**config.mk**
```make
export PLATFORM = sky130hd
export DESIGN_NAME = ad9254_spi_ctrl_flat
export DESIGN_NICKNAME = d
export VERILOG_FILES = /design/src/rtl/ad9254_spi_ctrl_if.sv /design/src/rtl/ad9254_spi_ctrl.sv /design/src/flat_wrapper.sv
export SDC_FILE = /design/constraint.sdc
export NUM_CORES = 1
export LEC_CHECK = 0
export CAP_MARGIN = 20
export CORE_UTILIZATION = 47
export DETAILED_ROUTE_END_ITERATION = 10
export PLACE_DENSITY = 0.78
export SLEW_MARGIN = 20
export SYNTH_ARGS = -nofsm -noshare
export SYNTH_HDL_FRONTEND = slang
export SYNTH_SLANG_ARGS = --single-unit
export TNS_END_PERCENT = 5
```
**constraint.sdc**
```tcl
create_clock -name sys_clk -period 3.7 [get_ports sys_clk]
set_clock_uncertainty 0.05 [all_clocks]
set_input_delay 0.37 -clock sys_clk [delete_from_list [all_inputs] [get_ports sys_clk]]
set_output_delay 0.37 -clock sys_clk [all_outputs]
set_load 0.005 [all_outputs]
```
**src/rtl/ad9254_spi_ctrl_if.sv**
```systemverilog
// User-side configuration port of the AD9254 SPI controller.
// The master modport is the requester; the slave modport is the controller.
interface ad9254_spi_ctrl_if;
    logic        cfg_req;
    logic        cfg_wr;
    logic [12:0] cfg_addr;
    logic [7:0]  cfg_wdata;
    logic        cfg_ack;
    logic [7:0]  cfg_rdata;
    logic        cfg_busy;

    modport master (
        output cfg_req,
        output cfg_wr,
        output cfg_addr,
        output cfg_wdata,
        input  cfg_ack,
        input  cfg_rdata,
        input  cfg_busy
    );

    modport slave (
        input  cfg_req,
        input  cfg_wr,
        input  cfg_addr,
        input  cfg_wdata,
        output cfg_ack,
        output cfg_rdata,
        output cfg_busy
    );
endinterface

```
**src/rtl/ad9254_spi_ctrl.sv**
```systemverilog
// AD9254 3-wire SPI configuration master. After reset it plays a fixed
// three-entry init table, then serves single-register read/write requests.
// All SPI pins come straight from flops so they cannot glitch.
module ad9254_spi_ctrl #(
    parameter int CLK_DIV = 4,
    parameter int GAP_CYC = 8
) (
    input  logic             sys_clk,
    input  logic             reset_n,
    ad9254_spi_ctrl_if.slave cfg,
    output logic             init_done,
    output logic             adc_sclk,
    output logic             adc_cs_n,
    output logic             adc_sdio_o,
    output logic             adc_sdio_oe,
    input  logic             adc_sdio_i
);
    localparam int DIV_W = (CLK_DIV > 1) ? $clog2(CLK_DIV) : 1;
    localparam int GAP_W = $clog2(GAP_CYC + 1);
    localparam logic [DIV_W-1:0] DIV_LAST   = DIV_W'(CLK_DIV - 1);
    localparam logic [GAP_W-1:0] GAP_LAST   = GAP_W'(GAP_CYC - 1);
    localparam logic [1:0]       LAST_ENTRY = 2'd2;

    typedef enum logic [1:0] {INIT_LOAD, SHIFT, GAP, IDLE} state_t;

    state_t            state_q, state_n;
    logic [DIV_W-1:0]  div_q, div_n;
    logic              sclk_q, sclk_n;
    logic [4:0]        bit_q, bit_n;
    logic              tail_q, tail_n;
    logic [GAP_W-1:0]  gap_q, gap_n;
    logic [23:0]       shreg_q, shreg_n;
    logic [7:0]        rshift_q, rshift_n;
    logic              rd_q, rd_n;
    logic              user_q, user_n;
    logic [1:0]        idx_q, idx_n;
    logic              init_done_q, init_done_n;
    logic              busy_q, busy_n;
    logic              ack_q, ack_n;
    logic [7:0]        rdata_q, rdata_n;
    logic              cs_n_q, cs_n_n;
    logic              oe_q, oe_n;
    logic              start_frame;

    // Init table: {addr[12:0], data[7:0]}; every entry is a write.
    function automatic logic [20:0] init_entry(input logic [1:0] idx);
        case (idx)
            2'd0:    init_entry = {13'h014, 8'h00};
            2'd1:    init_entry = {13'h009, 8'h01};
            default: init_entry = {13'h0FF, 8'h01};
        endcase
    endfunction

    // State and datapath registers; reset forces CSB high and SCLK low at once.
    always_ff @(posedge sys_clk or negedge reset_n) begin
        if (!reset_n) begin
            state_q     <= INIT_LOAD;
            div_q       <= '0;
            sclk_q      <= 1'b0;
            bit_q       <= '0;
            tail_q      <= 1'b0;
            gap_q       <= '0;
            shreg_q     <= '0;
            rshift_q    <= '0;
            rd_q        <= 1'b0;
            user_q      <= 1'b0;
            idx_q       <= '0;
            init_done_q <= 1'b0;
            busy_q      <= 1'b0;
            ack_q       <= 1'b0;
            rdata_q     <= '0;
            cs_n_q      <= 1'b1;
            oe_q        <= 1'b0;
        end else begin
            state_q     <= state_n;
            div_q       <= div_n;
            sclk_q      <= sclk_n;
            bit_q       <= bit_n;
            tail_q      <= tail_n;
            gap_q       <= gap_n;
            shreg_q     <= shreg_n;
            rshift_q    <= rshift_n;
            rd_q        <= rd_n;
            user_q      <= user_n;
            idx_q       <= idx_n;
            init_done_q <= init_done_n;
            busy_q      <= busy_n;
            ack_q       <= ack_n;
            rdata_q     <= rdata_n;
            cs_n_q      <= cs_n_n;
            oe_q        <= oe_n;
        end
    end

    // Next-state logic: frame sequencing, bit timing, read capture and handshake.
    always_comb begin
        state_n     = state_q;
        div_n       = div_q;
        sclk_n      = sclk_q;
        bit_n       = bit_q;
        tail_n      = tail_q;
        gap_n       = gap_q;
        shreg_n     = shreg_q;
        rshift_n    = rshift_q;
        rd_n        = rd_q;
        user_n      = user_q;
        idx_n       = idx_q;
        init_done_n = init_done_q;
        busy_n      = busy_q;
        ack_n       = 1'b0;
        rdata_n     = rdata_q;
        start_frame = 1'b0;

        if (state_q == SHIFT && sclk_q && div_q == DIV_LAST && bit_q <= 5'd7) begin
            rshift_n = {rshift_q[6:0], adc_sdio_i};
        end

        case (state_q)
            INIT_LOAD: begin
                shreg_n     = {3'b000, init_entry(idx_q)};
                rd_n        = 1'b0;
                user_n      = 1'b0;
                start_frame = 1'b1;
            end
            IDLE: begin
                if (cfg.cfg_req && !ack_q) begin
                    shreg_n     = {!cfg.cfg_wr, 2'b00, cfg.cfg_addr,
                                   cfg.cfg_wr ? cfg.cfg_wdata : 8'h00};
                    rd_n        = !cfg.cfg_wr;
                    user_n      = 1'b1;
                    busy_n      = 1'b1;
                    start_frame = 1'b1;
                end
            end
            SHIFT: begin
                if (div_q == DIV_LAST) begin
                    div_n = '0;
                    if (tail_q) begin
                        tail_n  = 1'b0;
                        gap_n   = '0;
                        state_n = GAP;
                    end else if (!sclk_q) begin
                        sclk_n = 1'b1;
                    end else begin
                        sclk_n  = 1'b0;
                        shreg_n = {shreg_q[22:0], 1'b0};
                        if (bit_q == 5'd0) begin
                            tail_n = 1'b1;
                        end else begin
                            bit_n = bit_q - 5'd1;
                        end
                    end
                end else begin
                    div_n = div_q + 1'b1;
                end
            end
            GAP: begin
                if (gap_q == GAP_LAST) begin
                    if (user_q) begin
                        ack_n   = 1'b1;
                        busy_n  = 1'b0;
                        user_n  = 1'b0;
                        state_n = IDLE;
                        if (rd_q) begin
                            rdata_n = rshift_q;
                        end
                    end else if (idx_q == LAST_ENTRY) begin
                        init_done_n = 1'b1;
                        state_n     = IDLE;
                    end else begin
                        idx_n       = idx_q + 2'd1;
                        shreg_n     = {3'b000, init_entry(idx_q + 2'd1)};
                        start_frame = 1'b1;
                    end
                end else begin
                    gap_n = gap_q + 1'b1;
                end
            end
            default: state_n = INIT_LOAD;
        endcase

        if (start_frame) begin
            state_n = SHIFT;
            div_n   = '0;
            sclk_n  = 1'b0;
            bit_n   = 5'd23;
            tail_n  = 1'b0;
        end

        cs_n_n = (state_n != SHIFT);
        oe_n   = (state_n == SHIFT) && !(rd_n && bit_n <= 5'd7);
    end

    assign adc_sclk      = sclk_q;
    assign adc_cs_n      = cs_n_q;
    assign adc_sdio_o    = shreg_q[23];
    assign adc_sdio_oe   = oe_q;
    assign init_done     = init_done_q;
    assign cfg.cfg_ack   = ack_q;
    assign cfg.cfg_rdata = rdata_q;
    assign cfg.cfg_busy  = busy_q;
endmodule

```
**src/flat_wrapper.sv**
```systemverilog
// flat-port wrapper written by rule: the top's interface ports become plain ports
module ad9254_spi_ctrl_flat 
#(
    parameter int CLK_DIV = 4,
    parameter int GAP_CYC = 8
)
  (sys_clk, reset_n, init_done, adc_sclk, adc_cs_n, adc_sdio_o, adc_sdio_oe, adc_sdio_i, cfg_cfg_req, cfg_cfg_wr, cfg_cfg_addr, cfg_cfg_wdata, cfg_cfg_ack, cfg_cfg_rdata, cfg_cfg_busy);
  ad9254_spi_ctrl_if cfg_i ();
  input  logic sys_clk;
  input  logic reset_n;
  output logic init_done;
  output logic adc_sclk;
  output logic adc_cs_n;
  output logic adc_sdio_o;
  output logic adc_sdio_oe;
  input  logic adc_sdio_i;
  input wire logic [$bits(cfg_i.cfg_req)-1:0] cfg_cfg_req;
  input wire logic [$bits(cfg_i.cfg_wr)-1:0] cfg_cfg_wr;
  input wire logic [$bits(cfg_i.cfg_addr)-1:0] cfg_cfg_addr;
  input wire logic [$bits(cfg_i.cfg_wdata)-1:0] cfg_cfg_wdata;
  output wire logic [$bits(cfg_i.cfg_ack)-1:0] cfg_cfg_ack;
  output wire logic [$bits(cfg_i.cfg_rdata)-1:0] cfg_cfg_rdata;
  output wire logic [$bits(cfg_i.cfg_busy)-1:0] cfg_cfg_busy;
  assign cfg_i.cfg_req = cfg_cfg_req;
  assign cfg_i.cfg_wr = cfg_cfg_wr;
  assign cfg_i.cfg_addr = cfg_cfg_addr;
  assign cfg_i.cfg_wdata = cfg_cfg_wdata;
  assign cfg_cfg_ack = cfg_i.cfg_ack;
  assign cfg_cfg_rdata = cfg_i.cfg_rdata;
  assign cfg_cfg_busy = cfg_i.cfg_busy;
  ad9254_spi_ctrl #(.CLK_DIV(CLK_DIV), .GAP_CYC(GAP_CYC)) u_core (.sys_clk(sys_clk), .reset_n(reset_n), .cfg(cfg_i), .init_done(init_done), .adc_sclk(adc_sclk), .adc_cs_n(adc_cs_n), .adc_sdio_o(adc_sdio_o), .adc_sdio_oe(adc_sdio_oe), .adc_sdio_i(adc_sdio_i));
endmodule
```
Figure 1. The metal 1 layer (run 1).
Supply wires on this layer in gray.
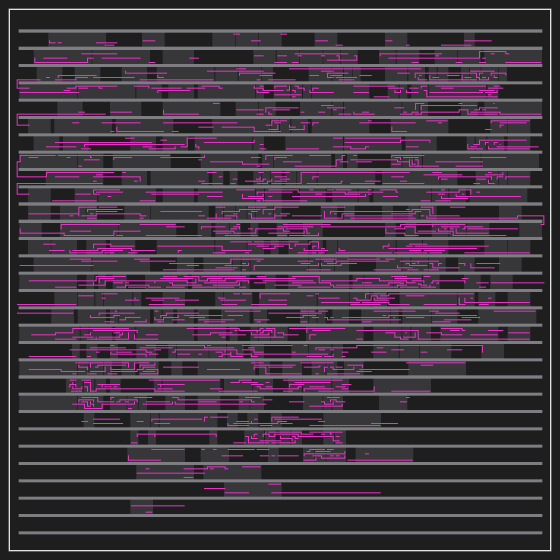
344 nets have wire on it. The layer carries 3,170 um of wire. The longest straight run is 20.7 um. The wires run mostly horizontal. The layer holds 47% of the routed length.
met1 Usage GRT: 0.268
final wirelength: 6.77 mm
vias after detailed routing: 2,434

Figure 2. Metal 2 (run 1).
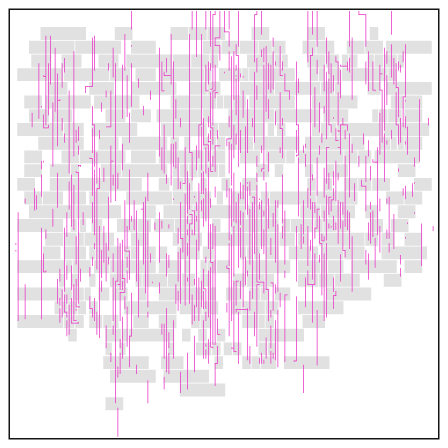
323 nets have wire on it. The longest straight run is 27.8 um. The wires run mostly vertical. The layer holds 47% of the routed length.
met2 usage: 0.319

==> flow_metrics.py, run 1 <==
# Synthesis and PnR figures
metrics = {
    "run_status": {
        "status": "finished with violations",
        "violations": "design-rule violations",
    },
    "worst_setup_path": {
        "slowest_delay_ns": 0.45,
        "reg2reg_setup_slack_ns": 1.16,
        "cp_slowest_cell": "dfrtp_1",
        "rr_worst_depth": 7,
    },
    "final_timing": {
        "max_freq_ghz": 0.393,
        "finalHoldViolations": 0,
        "whs_ns": 0.118,
        "rsz0062_at_grt": "no",
    },
    "yosys": {
        "compound_area_frac": 0.186,
        "muxShareOfSynthArea": 0.0930,
        "ys_top_cells_by_area": "dfrtp_1, mux2_2, a22oi_1",
        "top_cells_by_count": "dfrtp_1, a21oi_1, nor2_1, a22oi_1, mux2_2",
        "edf_count": 0,
        "yosys.area.top_type": "dfrtp_1",
        "synthAdderAreaFrac": 0.0542,
        "top_area_frac": 0.488,
        "ys_async_sr_fraction": 1.00,
    },
    "floorplanning": {
        "coreArea_um2": 6490,
        "die-area_um2": 7210,
        "tap_cells": 77,
        "die_x_um": 84.9,
        "ios": 41,
    },
    "detailed_routing": {
        "drt-met1-wl_mm": 3.17,
        "first_pass_iters": 8,
        "drc": 3,
        "drt-initial-drc-count": 167,
        "highest_layer": "met4",
        "via_per_inst": 5.66,
    },
    "pwr": {
        "p_int_mw": 0.997,
        "leakage_nw": 1.73,
        "swShare": 0.238,
        "peakVddDrop_v": 0.000288,
    },
    "global_routing": {
        "grt.overflow.total": 0,
        "grt_util_all_layers": 0.200,
    },
    "clock_tree": {
        "postCtsSetupBuffers": 0,
        "holdBufCountCts": 0,
    },
    "min_path": {
        "worstHoldPathType": "input port to async pin",
    },
    "cells_and_area": {
        "largest_register_ffs": 24,
        "logic_gates": 213,
        "area_growth_pct": 19.4,
        "finish.instance_area_um2": 3860,
        "largest_class": "flip-flops and latches",
        "sh_comb_area": 0.387,
        "final_cells": 430,
        "regMostFlops": "u_core.shreg_q",
        "inv_count": 16,
    },
    "placed_design": {
        "portBuffers": 40,
    },
}
Figure 3. Sequential cells grouped by signal name (run 1).
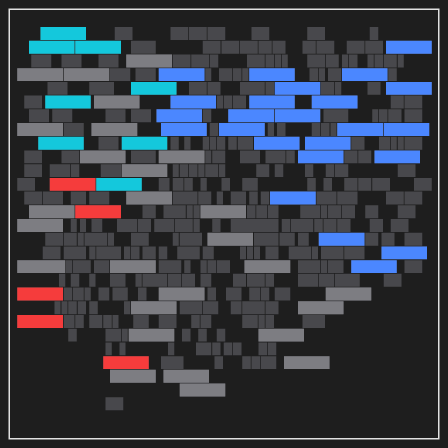
Key: cyan = u_core.cfg.cfg_rdata [flops 8, where top left]; red = u_core.bit_q [flops 5]; blue = u_core.shreg_q [flops 24]
Finished Core Util: 0.594
Reg area: 1600 um2
flop share of the area: 0.416
Seq. pwr: 0.706 mW

## run 1: worst paths after layout
path | start | endpoint
setup / recovery | u_core.state_q[0]$_DFF_PN0_ | u_core.shreg_q[12]$_DFFE_PN0P_
hold / removal | reset_n | u_core.shreg_q[4]$_DFFE_PN0P_
setup reg to reg | u_core.state_q[0]$_DFF_PN0_ | u_core.shreg_q[12]$_DFFE_PN0P_
hold reg to reg | u_core.shreg_q[14]$_DFFE_PN0P_ | u_core.shreg_q[14]$_DFFE_PN0P_
max in group asynchronous | reset_n | u_core.gap_q[1]$_DFFE_PN0P_
min in group sys_clk | u_core.shreg_q[14]$_DFFE_PN0P_ | u_core.shreg_q[14]$_DFFE_PN0P_
Figure 4. Port wiring (run 1).
Scale bar: 20 um.
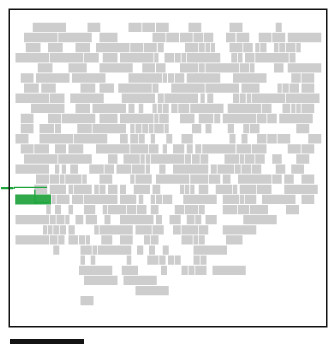

==> run 1 -> run 2 <==
- PLACE_DENSITY: 0.78 -> 0.81
- clock period: 3.7 -> 2.2 ns (I/O delays scaled with it)
Figure 5. Port wiring (run 2).
Scale bar: 20 um.
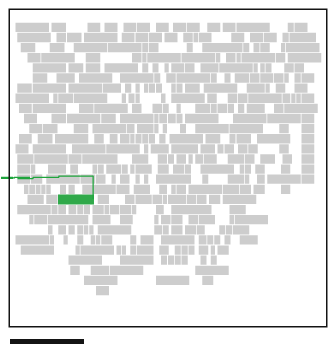
Key: green = adc_cs_n [bits 1, direction output, end cells 1, buffers 1, wire 32.0 um]
port buffer count: 40
IO Count: 41

Figure 6. Routing congestion (run 2).
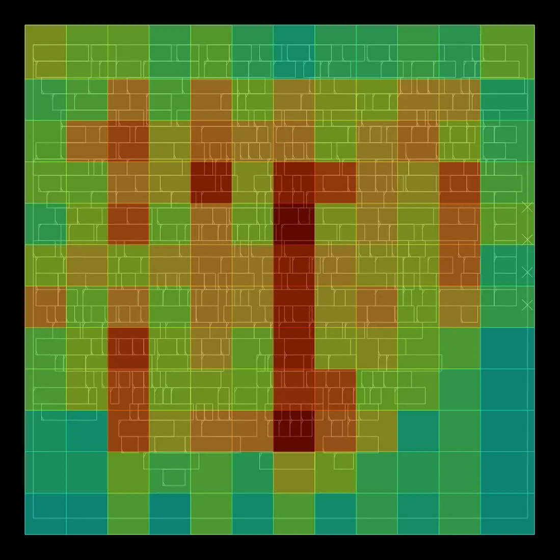
Routed WL per cell: 15.6 um
Top Usage Layer GRT: met2
GR Util All Layers: 0.209
met1 Usage GRT: 0.265

Figure 7. The metal 1 layer (run 2).
Supply wires on this layer in gray.
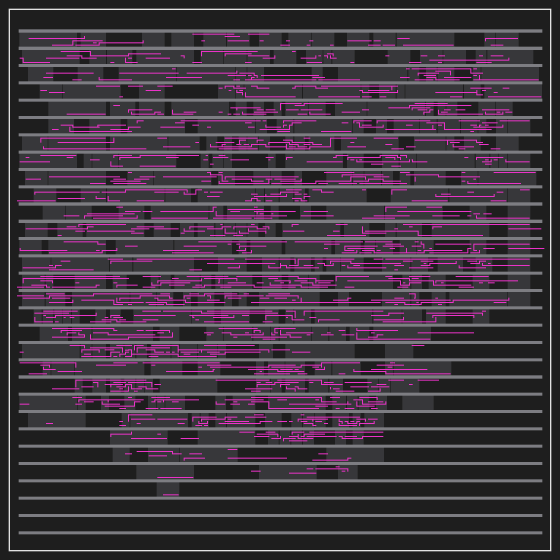
The longest straight run is 22.5 um. The layer carries 3,050 um of wire.
vias after detailed routing: 2,515
final wirelength: 6.87 mm

==> run 2 against run 1 <==
Compared with the run above:
- synthesized cell count did not move
- sequential share of layout area fell by 1.8 points
- flip-flop count did not move
- via count rose by 3.3%
- count of clock-buffer cells in the layout rose by 2
- critical endpoint is now u_core.shreg_q[13]$_DFFE_PN0P_
- non-clock buffer count rose by 10
- the run still ends with design-rule violations left
- utilization rose by 2.8 points
- largest cell class unchanged
- sequential power rose by 69%
==> flow_metrics.py, run 2 <==
# Synthesis and PnR figures
metrics = {
    "floorplanning": {
        "die-area_um2": 7210,
        "coreArea_um2": 6490,
        "die_x_um": 84.9,
    },
    "cells_and_area": {
        "finish.instance_area_um2": 4040,
        "regMostFlops": "u_core.shreg_q",
        "utilization": 0.621,
        "fillCellCount": 524,
        "largest_register_ffs": 24,
        "final_cells": 440,
    },
    "worst_setup_path": {
        "critical_path.endpoint": "u_core.shreg_q[13]$_DFFE_PN0P_",
        "worst_r2r_endpoint": "u_core.shreg_q[13]$_DFFE_PN0P_",
        "rr_startpoint": "u_core.idx_q[0]$_DFFE_PN0P_",
        "reg2reg_setup_slack_ns": 0.15,
        "slowest_delay_ns": 0.41,
        "rr_worst_depth": 7,
        "startpoint": "u_core.idx_q[0]$_DFFE_PN0P_",
        "cp_slowest_cell": "dfrtp_1",
    },
    "final_timing": {
        "finalHoldViolations": 0,
        "worstMarginPinSlew_ns": 0.542,
        "whs_ns": 0.331,
        "max_freq_ghz": 0.487,
    },
    "detailed_routing": {
        "highest_layer": "met4",
        "first_pass_iters": 8,
        "drc": 4,
        "drt-initial-drc-count": 213,
        "drt-met1-wl_mm": 3.05,
        "via_per_inst": 5.72,
    },
    "global_routing": {
        "use_met2": 0.347,
        "grt.overflow.total": 0,
        "grt_pass1_vias": 2490,
    },
    "yosys": {
        "yosys.area.top_type": "dfrtp_1",
        "compound_area_frac": 0.186,
        "synthAdderAreaFrac": 0.0542,
        "muxShareOfSynthArea": 0.0930,
        "ys_async_sr_fraction": 1.00,
        "ys_top_cells_by_area": "dfrtp_1, mux2_2, a22oi_1",
        "top_area_frac": 0.488,
    },
    "pwr": {
        "pg_seq_mw": 1.19,
        "leakage_nw": 1.82,
        "swShare": 0.197,
        "p_int_mw": 2.06,
        "peakVddDrop_v": 0.000526,
    },
    "run_status": {
        "violations": "design-rule violations",
        "status": "finished with violations",
    },
    "clock_tree": {
        "postCtsSetupBuffers": 0,
        "holdBufCountCts": 1,
    },
}
-- run 2: cell types whose count changed in the layout (fill, tap and decap cells not counted), sizes merged --
cell and change:
clkinvlp -1, clkbuf +2, bufinv +3, buf +9, dlygate4sd3 +1, clkinv -4
-- run 2: layout make-up --
class                   instances  area (um2)  share of cell area
flip-flops and latches         64        1600               0.397
multi-input cells             213        1490               0.370
repair buffers                 54         528               0.131
clock buffers                  12         155              0.0384
clock inverters                 4        98.8              0.0245
well taps                      77        96.3              0.0239
inverters                      16        60.1              0.0149
-- run 2: worst max-delay path, delay by kind of cell, from the launching register on --
family                   cells  cell delay (ns)
AND-OR/OR-AND                2             0.33
adder cells (fa/ha/maj)      1             0.24
buffers and inverters        2             0.34
flip-flops                   1             0.41
multiplexers                 1             0.35
AND/OR/NAND/NOR              1             0.21
Figure 8. Metal 2 (run 2).
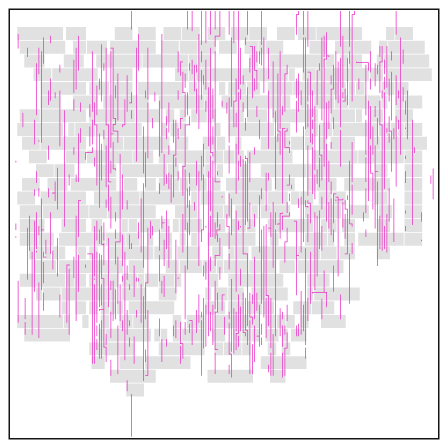

==> run 2 -> run 3 <==
- PLACE_DENSITY: 0.81 -> 0.78
- clock period: 2.2 -> 2.1 ns (I/O delays scaled with it)
Figure 9. Metal 2 (run 3).
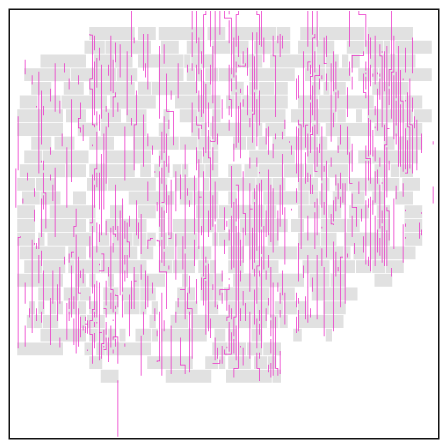
The wires run mostly vertical. The layer carries 3,350 um of wire.
final wirelength: 6.92 mm
vias after detailed routing: 2,579
met2 usage: 0.332

Figure 10. Port wiring (run 3).
Scale bar: 20 um.
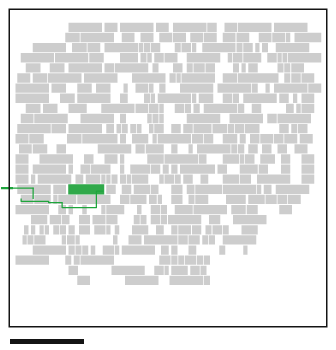

Figure 11. Sequential cells grouped by signal name (run 3).
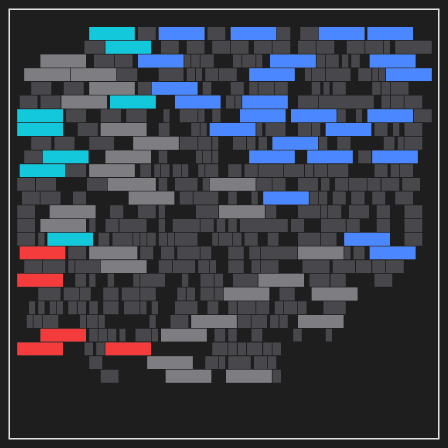
Key: red = u_core.bit_q [flops 5, where bottom left]; blue = u_core.shreg_q [flops 24]; cyan = u_core.cfg.cfg_rdata [flops 8]
Another 27 sequential cells are not colored.
Reg area: 1600 um2
Finished Core Util: 0.622
Seq. pwr: 1.24 mW
flop share of the area: 0.397

==> run 3 against run 2 <==
Compared with the run above:
- the run still ends with design-rule violations left
- first-iteration DRC count fell by 23%
- setup slack got worse by 0.0048 ns
- critical path depth rose by 1
- fmax rose by 4.9%
- critical path type unchanged
- critical endpoint is now u_core.adc_sdio_oe$_DFF_PN0_
- largest power group is now registers
==> flow_metrics.py, run 3 <==
# Synthesis and PnR figures
metrics = {
    "run_status": {
        "status": "finished with violations",
        "violations": "design-rule violations",
    },
    "detailed_routing": {
        "drc": 3,
        "routedWlPerCell_um": 15.6,
        "drt-met1-wl_mm": 3.18,
    },
    "worst_setup_path": {
        "cp_slowest_cell": "o41a_1",
        "cp_top_family": "AND-OR/OR-AND gates",
        "critical_path.endpoint": "u_core.adc_sdio_oe$_DFF_PN0_",
        "startpoint": "u_core.idx_q[0]$_DFFE_PN0P_",
        "crit_cells": 8,
        "worst_r2r_endpoint": "u_core.adc_sdio_oe$_DFF_PN0_",
        "rr_startpoint": "u_core.idx_q[0]$_DFFE_PN0P_",
        "rr_worst_depth": 8,
    },
    "pwr": {
        "peakVddDrop_v": 0.000529,
        "leakage_nw": 1.82,
        "p_int_mw": 1.86,
    },
    "cells_and_area": {
        "finish.instance_area_um2": 4040,
        "final_cells": 445,
        "area_growth_pct": 25.0,
        "largest_register_ffs": 24,
    },
    "placed_design": {
        "portBuffers": 40,
    },
    "yosys": {
        "top_cells_by_count": "dfrtp_1, a21oi_1, nor2_1, a22oi_1, mux2_2",
        "ys_async_sr_fraction": 1.00,
        "muxShareOfSynthArea": 0.0930,
    },
    "global_routing": {
        "grt_util_all_layers": 0.206,
        "grt.overflow.total": 0,
        "grt_pass1_vias": 2511,
        "top_usage_layer": "met2",
    },
    "floorplanning": {
        "coreArea_um2": 6490,
        "ios": 41,
        "die-area_um2": 7210,
    },
    "final_timing": {
        "whs_ns": 0.384,
        "max_freq_ghz": 0.510,
    },
    "min_path": {
        "worstHoldPathType": "input port to async pin",
    },
    "clock_tree": {
        "postCtsSetupBuffers": 0,
    },
}
## run 3: cell counts after synthesis
Identical to the previous run, type by type.
## run 3: repair_timing
item	4_1_cts	5_1_grt
gates resized	0	7
hold endpoints to repair	63	0
hold buffers	1	0
setup endpoints to repair	0	23
## run 3: layout make-up
type / instances / area (um2)
multi-input cells: 213 / 1510
flip-flops and latches: 64 / 1600
clock inverters: 7 / 80.1
inverters: 16 / 60.1
well taps: 77 / 96.3
clock buffers: 9 / 124
fillers: 513 / 2460
repair buffers: 59 / 566
## run 3: metrics by stage
stage          setup WS [ns]  power, mW
2_1_floorplan          0.162       1.29
3_3_place_gp           0.156       1.37
3_5_place_dp           0.139       1.37
4_1_cts               0.0712       2.45
5_1_grt              0.00631       2.51
6_report               0.140       2.43
No activity file was given, so power comes from the tool's default toggle rates.
